==> config.mk <==
export PLATFORM = sky130hd
export DESIGN_NAME = score_bcd_scheduler
export DESIGN_NICKNAME = d
export VERILOG_FILES = /design/src/rtl/pingpong_pkg.sv /design/src/rtl/score_bcd_scheduler_bin2bcd.sv /design/src/rtl/score_bcd_scheduler.sv
export SDC_FILE = /design/constraint.sdc
export NUM_CORES = 1
export LEC_CHECK = 0
export ABC_AREA = 1
export CAP_MARGIN = 10
export CORE_MARGIN = 5
export CORE_UTILIZATION = 30
export DETAILED_ROUTE_END_ITERATION = 12
export GPL_ROUTABILITY_DRIVEN = 0
export PLACE_DENSITY = 0.57
export SLEW_MARGIN = 20
export SYNTH_ARGS = -nofsm -noshare
export SYNTH_HDL_FRONTEND = slang
export SYNTH_SLANG_ARGS = --single-unit
==> constraint.sdc <==
create_clock -name clock -period 8.1 [get_ports clock]
set_input_delay 1.62 -clock clock [delete_from_list [all_inputs] [get_ports clock]]
set_output_delay 1.62 -clock clock [all_outputs]
set_load 0.05 [all_outputs]
==> src/rtl/pingpong_pkg.sv <==
// Shared definitions for the score BCD scheduler: FSM state encoding and datapath widths.
// Pure declarations; no logic, latency or flow control of its own.
package pingpong_pkg;

   typedef enum logic [1:0] {
      ST_IDLE   = 2'd0,
      ST_SETTLE = 2'd1,
      ST_WRITE  = 2'd2
   } state_t;

   localparam int BIN_W = 8;
   localparam int BCD_W = 12;
   localparam int CNT_W = 4;

endpackage

==> src/rtl/score_bcd_scheduler_bin2bcd.sv <==
// Combinational 8-bit binary to 3-digit BCD converter (shift-and-add-3).
// Zero latency, no flow control; the scheduler decides when its output is valid.
module BinaryToBCD
   import pingpong_pkg::*;
(
   input  logic [BIN_W-1:0] bin,
   output logic [BCD_W-1:0] bcd
);

   logic [BIN_W+BCD_W-1:0] sh;

   always_comb begin
      sh = {{BCD_W{1'b0}}, bin};
      for (int i = 0; i < BIN_W; i++) begin
         for (int d = 0; d < 3; d++) begin
            if (sh[BIN_W+4*d +: 4] >= 4'd5) begin
               sh[BIN_W+4*d +: 4] = sh[BIN_W+4*d +: 4] + 4'd3;
            end
         end
         sh = sh << 1;
      end
      bcd = sh[BIN_W +: BCD_W];
   end

endmodule

==> src/rtl/score_bcd_scheduler.sv <==
// Round-robin time-sharing of one binary-to-BCD converter between players A and B.
// Latency: ack SETTLE_CYCLES+1 edges after the request is sampled; requests arriving while busy are held off until IDLE.
module score_bcd_scheduler
   import pingpong_pkg::*;
#(
   parameter int SETTLE_CYCLES = 1,
   parameter int MAX_SCORE     = 255
) (
   input  logic             clock,
   input  logic             reset,
   input  logic             req_a,
   input  logic             req_b,
   input  logic [7:0]       score_a,
   input  logic [7:0]       score_b,
   output logic             ack_a,
   output logic             ack_b,
   output logic [11:0]      bcd_a,
   output logic [11:0]      bcd_b,
   output logic             sat_a,
   output logic             sat_b,
   output logic             busy
);

   localparam logic [BIN_W-1:0] MAX_L    = BIN_W'(MAX_SCORE);
   localparam logic [BIN_W:0]   MAX_W    = (BIN_W + 1)'(MAX_SCORE);
   localparam logic [CNT_W-1:0] SETTLE_L = CNT_W'(SETTLE_CYCLES);

   state_t             state_q, state_d;
   logic [BIN_W-1:0]   bin_q, bin_d;
   logic [CNT_W-1:0]   cnt_q, cnt_d;
   logic               owner_q, owner_d;     // 0 = A, 1 = B
   logic               last_b_q, last_b_d;   // B was granted most recently
   logic               pend_sat_q, pend_sat_d;
   logic [BCD_W-1:0]   bcd_a_q, bcd_a_d, bcd_b_q, bcd_b_d;
   logic               sat_a_q, sat_a_d, sat_b_q, sat_b_d;
   logic               ack_a_q, ack_a_d, ack_b_q, ack_b_d;

   logic               grant_b;
   logic               op_over;
   logic [BIN_W-1:0]   op;
   logic [BCD_W-1:0]   conv_bcd;

   BinaryToBCD u_conv (
      .bin (bin_q),
      .bcd (conv_bcd)
   );

   always_comb begin
      state_d    = state_q;
      bin_d      = bin_q;
      cnt_d      = cnt_q;
      owner_d    = owner_q;
      last_b_d   = last_b_q;
      pend_sat_d = pend_sat_q;
      bcd_a_d    = bcd_a_q;
      bcd_b_d    = bcd_b_q;
      sat_a_d    = sat_a_q;
      sat_b_d    = sat_b_q;
      ack_a_d    = 1'b0;
      ack_b_d    = 1'b0;

      grant_b = req_b && (!req_a || !last_b_q);
      op      = grant_b ? score_b : score_a;
      op_over = {1'b0, op} > MAX_W;

      case (state_q)
         ST_IDLE: begin
            if (req_a || req_b) begin
               owner_d    = grant_b;
               last_b_d   = grant_b;
               pend_sat_d = op_over;
               bin_d      = op_over ? MAX_L : op;
               cnt_d      = SETTLE_L;
               state_d    = ST_SETTLE;
            end
         end
         ST_SETTLE: begin
            if (cnt_q == 4'd1) begin
               cnt_d   = '0;
               state_d = ST_WRITE;
               if (owner_q) begin
                  bcd_b_d = conv_bcd;
                  sat_b_d = pend_sat_q;
                  ack_b_d = 1'b1;
               end else begin
                  bcd_a_d = conv_bcd;
                  sat_a_d = pend_sat_q;
                  ack_a_d = 1'b1;
               end
            end else begin
               cnt_d = cnt_q - 4'd1;
            end
         end
         ST_WRITE: state_d = ST_IDLE;
         default:  state_d = ST_IDLE;
      endcase
   end

   // Ack flops are loaded on entry to WRITE so they track that state exactly.
   always_ff @(posedge clock or posedge reset) begin
      if (reset) begin
         state_q    <= ST_IDLE;
         bin_q      <= '0;
         cnt_q      <= '0;
         owner_q    <= 1'b0;
         last_b_q   <= 1'b1;
         pend_sat_q <= 1'b0;
         bcd_a_q    <= '0;
         bcd_b_q    <= '0;
         sat_a_q    <= 1'b0;
         sat_b_q    <= 1'b0;
         ack_a_q    <= 1'b0;
         ack_b_q    <= 1'b0;
      end else begin
         state_q    <= state_d;
         bin_q      <= bin_d;
         cnt_q      <= cnt_d;
         owner_q    <= owner_d;
         last_b_q   <= last_b_d;
         pend_sat_q <= pend_sat_d;
         bcd_a_q    <= bcd_a_d;
         bcd_b_q    <= bcd_b_d;
         sat_a_q    <= sat_a_d;
         sat_b_q    <= sat_b_d;
         ack_a_q    <= ack_a_d;
         ack_b_q    <= ack_b_d;
      end
   end

   assign ack_a = ack_a_q;
   assign ack_b = ack_b_q;
   assign bcd_a = bcd_a_q;
   assign bcd_b = bcd_b_q;
   assign sat_a = sat_a_q;
   assign sat_b = sat_b_q;
   assign busy  = (state_q != ST_IDLE);

endmodule

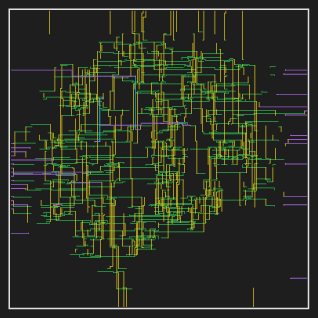
(images/metal_stack.png)
Scale: 3 px per µm.
legend:
  met1:
    color: green
    wire_length: 2,390 µm
  met2:
    color: yellow
    wire_length: 2,310 µm
  met4:
    color: cyan
    wire_length: 32.0 µm
  met3:
    color: purple
    wire_length: 287 µm

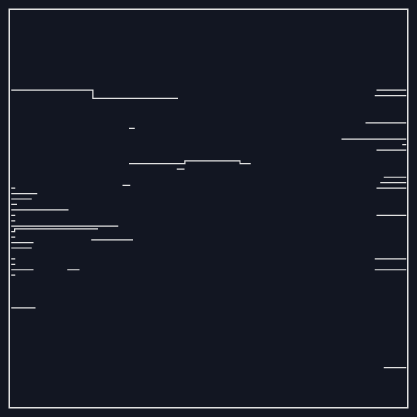
(images/met3.png)
Scale: 4 px per µm.
main direction: horizontal
nets with wire on the layer: 34
wire length on this layer: 287 µm
longest straight run: 26.4 µm
share of all routed wire: 5.7%

==> flow_metrics.env <==
# implementation run metrics
export IMPL_status="finished, final reports clean"
export IMPL_io_pins=49
export IMPL_postSynth_asyncResetShare_pct=100.0
export IMPL_cp_common_cell="inv_1"
export IMPL_antenna_found_initial=0
export IMPL_synth_cell_types=30
export IMPL_cp_depth=33
export IMPL_tritoncts="built"
export IMPL_top_cell="nand2_1"
export IMPL_core_area_mm2=0.007727
export IMPL_port_buffers=42
export IMPL_cts_root_buffer="clkbuf_8"
export IMPL_fmax_ghz=0.2392
export IMPL_cts_buffer_depth=2
export IMPL_crit_start="bin_q[5]$_DFFE_PP0P_"
export IMPL_yosys_area_mm2=0.002391
export IMPL_syn_inst=313
export IMPL_holdBufCountCts=0
export IMPL_grt_pass1_vias=2077
export IMPL_grt_pass1_wl_mm=9.177
export IMPL_fillers=801
export IMPL_maxCapViolations=0
export IMPL_routedWlPerCell_um=10.86
export IMPL_rsz0062_at_grt="false"
export IMPL_slew_violations=0
export IMPL_startpoint_type="register"
export IMPL_area_growth_pct=25.48
export IMPL_dieArea_mm2=0.009856
export IMPL_crit_path_max_fanout=5
export IMPL_drcViolationCount=0
export IMPL_yosys_area_top_type_share_pct=38.72
export IMPL_antenna_cells=0
export IMPL_layout_drive_gt1_share_pct=13.06
export IMPL_yosysSeqAreaShare_pct=39.82
export IMPL_cts_sinks=38
export IMPL_finalSetupViolCount=0
export IMPL_hold_path_class="reg -> reg"
export IMPL_cp_arrival_ns=4.35
export IMPL_wl_mm=5.019
export IMPL_fp_util_pct=30.94
export IMPL_fin_crit_ns=4.180
export IMPL_track_usage_pct=11.13
export IMPL_crit_family="simple AND/OR/NAND/NOR gates"
export IMPL_synth_main_ff_cell="dfrtp_1"
export IMPL_hp_start="last_b_q$_DFFE_PP1P_"
export IMPL_cp_data_required_time_ns=8.27
export IMPL_tns_ns=0
export IMPL_topCellsByArea="dfrtp_1 (39%), nand2_1 (15%), nand3_1 (5.9%)"
export IMPL_cts_resized=0
export IMPL_avgSynthCellArea_um2=7.639
export IMPL_warnings=30
export IMPL_yosys_top_cells_count="nand2_1 (95), dfrtp_1 (37), inv_1 (37)"
export IMPL_worst_slew_pin_slew_ns=0.6598
export IMPL_max_slew_margin_pct=55.55
export IMPL_cp_slowest_cell="dfrtp_1"
export IMPL_detailed_place_hpwl_mm=4.045
export IMPL_grt_overflow_total=0
export IMPL_grt_max_degree=39
export IMPL_ys_warn_count=0
export IMPL_post_cts_setup_buffers=0
export IMPL_edf_count=0
export IMPL_htree_levels=2
export IMPL_drtAntennaViolNets=0
export IMPL_hold_violations=0
export IMPL_drtIter0Drc=79
export IMPL_synth_area_leader_cell="dfrtp_1"
export IMPL_vias=2038
export IMPL_fin_skew_ns=0.005785
export IMPL_criticalPathCategory="reg -> reg"
## registers in the layout (all words and copies together) (netlist names)
signal    flops
owner_q       1
ack_b         1
bcd_a        10
bin_q         8
bcd_b        10
cnt_q         4
state_q       2
last_b_q      1
ack_a         1
## path summary, 6_finish.rpt
check	endpoint	slack (ns)
max	bcd_b[6]$_DFFE_PP0P_	3.92
min	last_b_q$_DFFE_PP1P_	0.47
max reg2reg	bcd_b[6]$_DFFE_PP0P_	3.92
min reg2reg	last_b_q$_DFFE_PP1P_	0.47
max in group asynchronous	last_b_q$_DFFE_PP1P_	6.00
min in group asynchronous	bcd_a[2]$_DFFE_PP0P_	1.76
## through the flow
step	area, µm²	instances	util [%]	setup WS [ns]
after global routing	3000	462	38.83	3.336
after floorplan	2410	318	-	4.302
after detailed placement	2909	454	37.65	3.895
final	3000	462	38.83	3.920
after global placement	2909	454	37.65	4.044
after CTS	3000	462	38.83	3.882
## cell families (layout without fill, tap and decap cells)
family                   Yosys count  in the layout  synth area share [%]
adder cells (fa/ha/maj)           11             11                 5.756
XOR/XNOR                           3              3                 1.413
AND-OR/OR-AND                     35             35                 8.582
other                              1              6                0.1568
AND/OR/NAND/NOR                  176            176                 35.64
buffers and inverters             49             91                 8.634
flip-flops                        38             38                 39.82
## cell type report
class / count / area share, %
multi-input combinational: 231 / 41.70
clock inverter: 1 / 0.1668
timing repair buffer: 43 / 14.26
sequential: 38 / 31.73
clock buffer: 7 / 2.877
inverter: 40 / 5.004
tap: 102 / 4.254
## worst reg2reg max path: cells and delay by family, from the launching register on
kind                     cells  cell delay (ns)
AND/OR/NAND/NOR             19             1.76
AND-OR/OR-AND                1             0.27
XOR/XNOR                     1             0.20
adder cells (fa/ha/maj)      5             0.95
flip-flops                   1             0.40
buffers and inverters        7             0.50
## cells in the final DEF (no fill, tap or decap), drive strengths merged, types with 2 or more instances in the layout
master           n
clkdlybuf4s50   42
dfrtp           37
nand3           35
clkbuf           7
o21ai           21
nor2            22
conb             6
inv             40
o22ai           10
nand2          117
ha              11
xor2             2
## per-layer routing
metal	global-route usage (%)	wire length, µm
met1	14.32	2394
met2	18.80	2305
met3	3.015	287
met4	2.206	31
met5	0	0
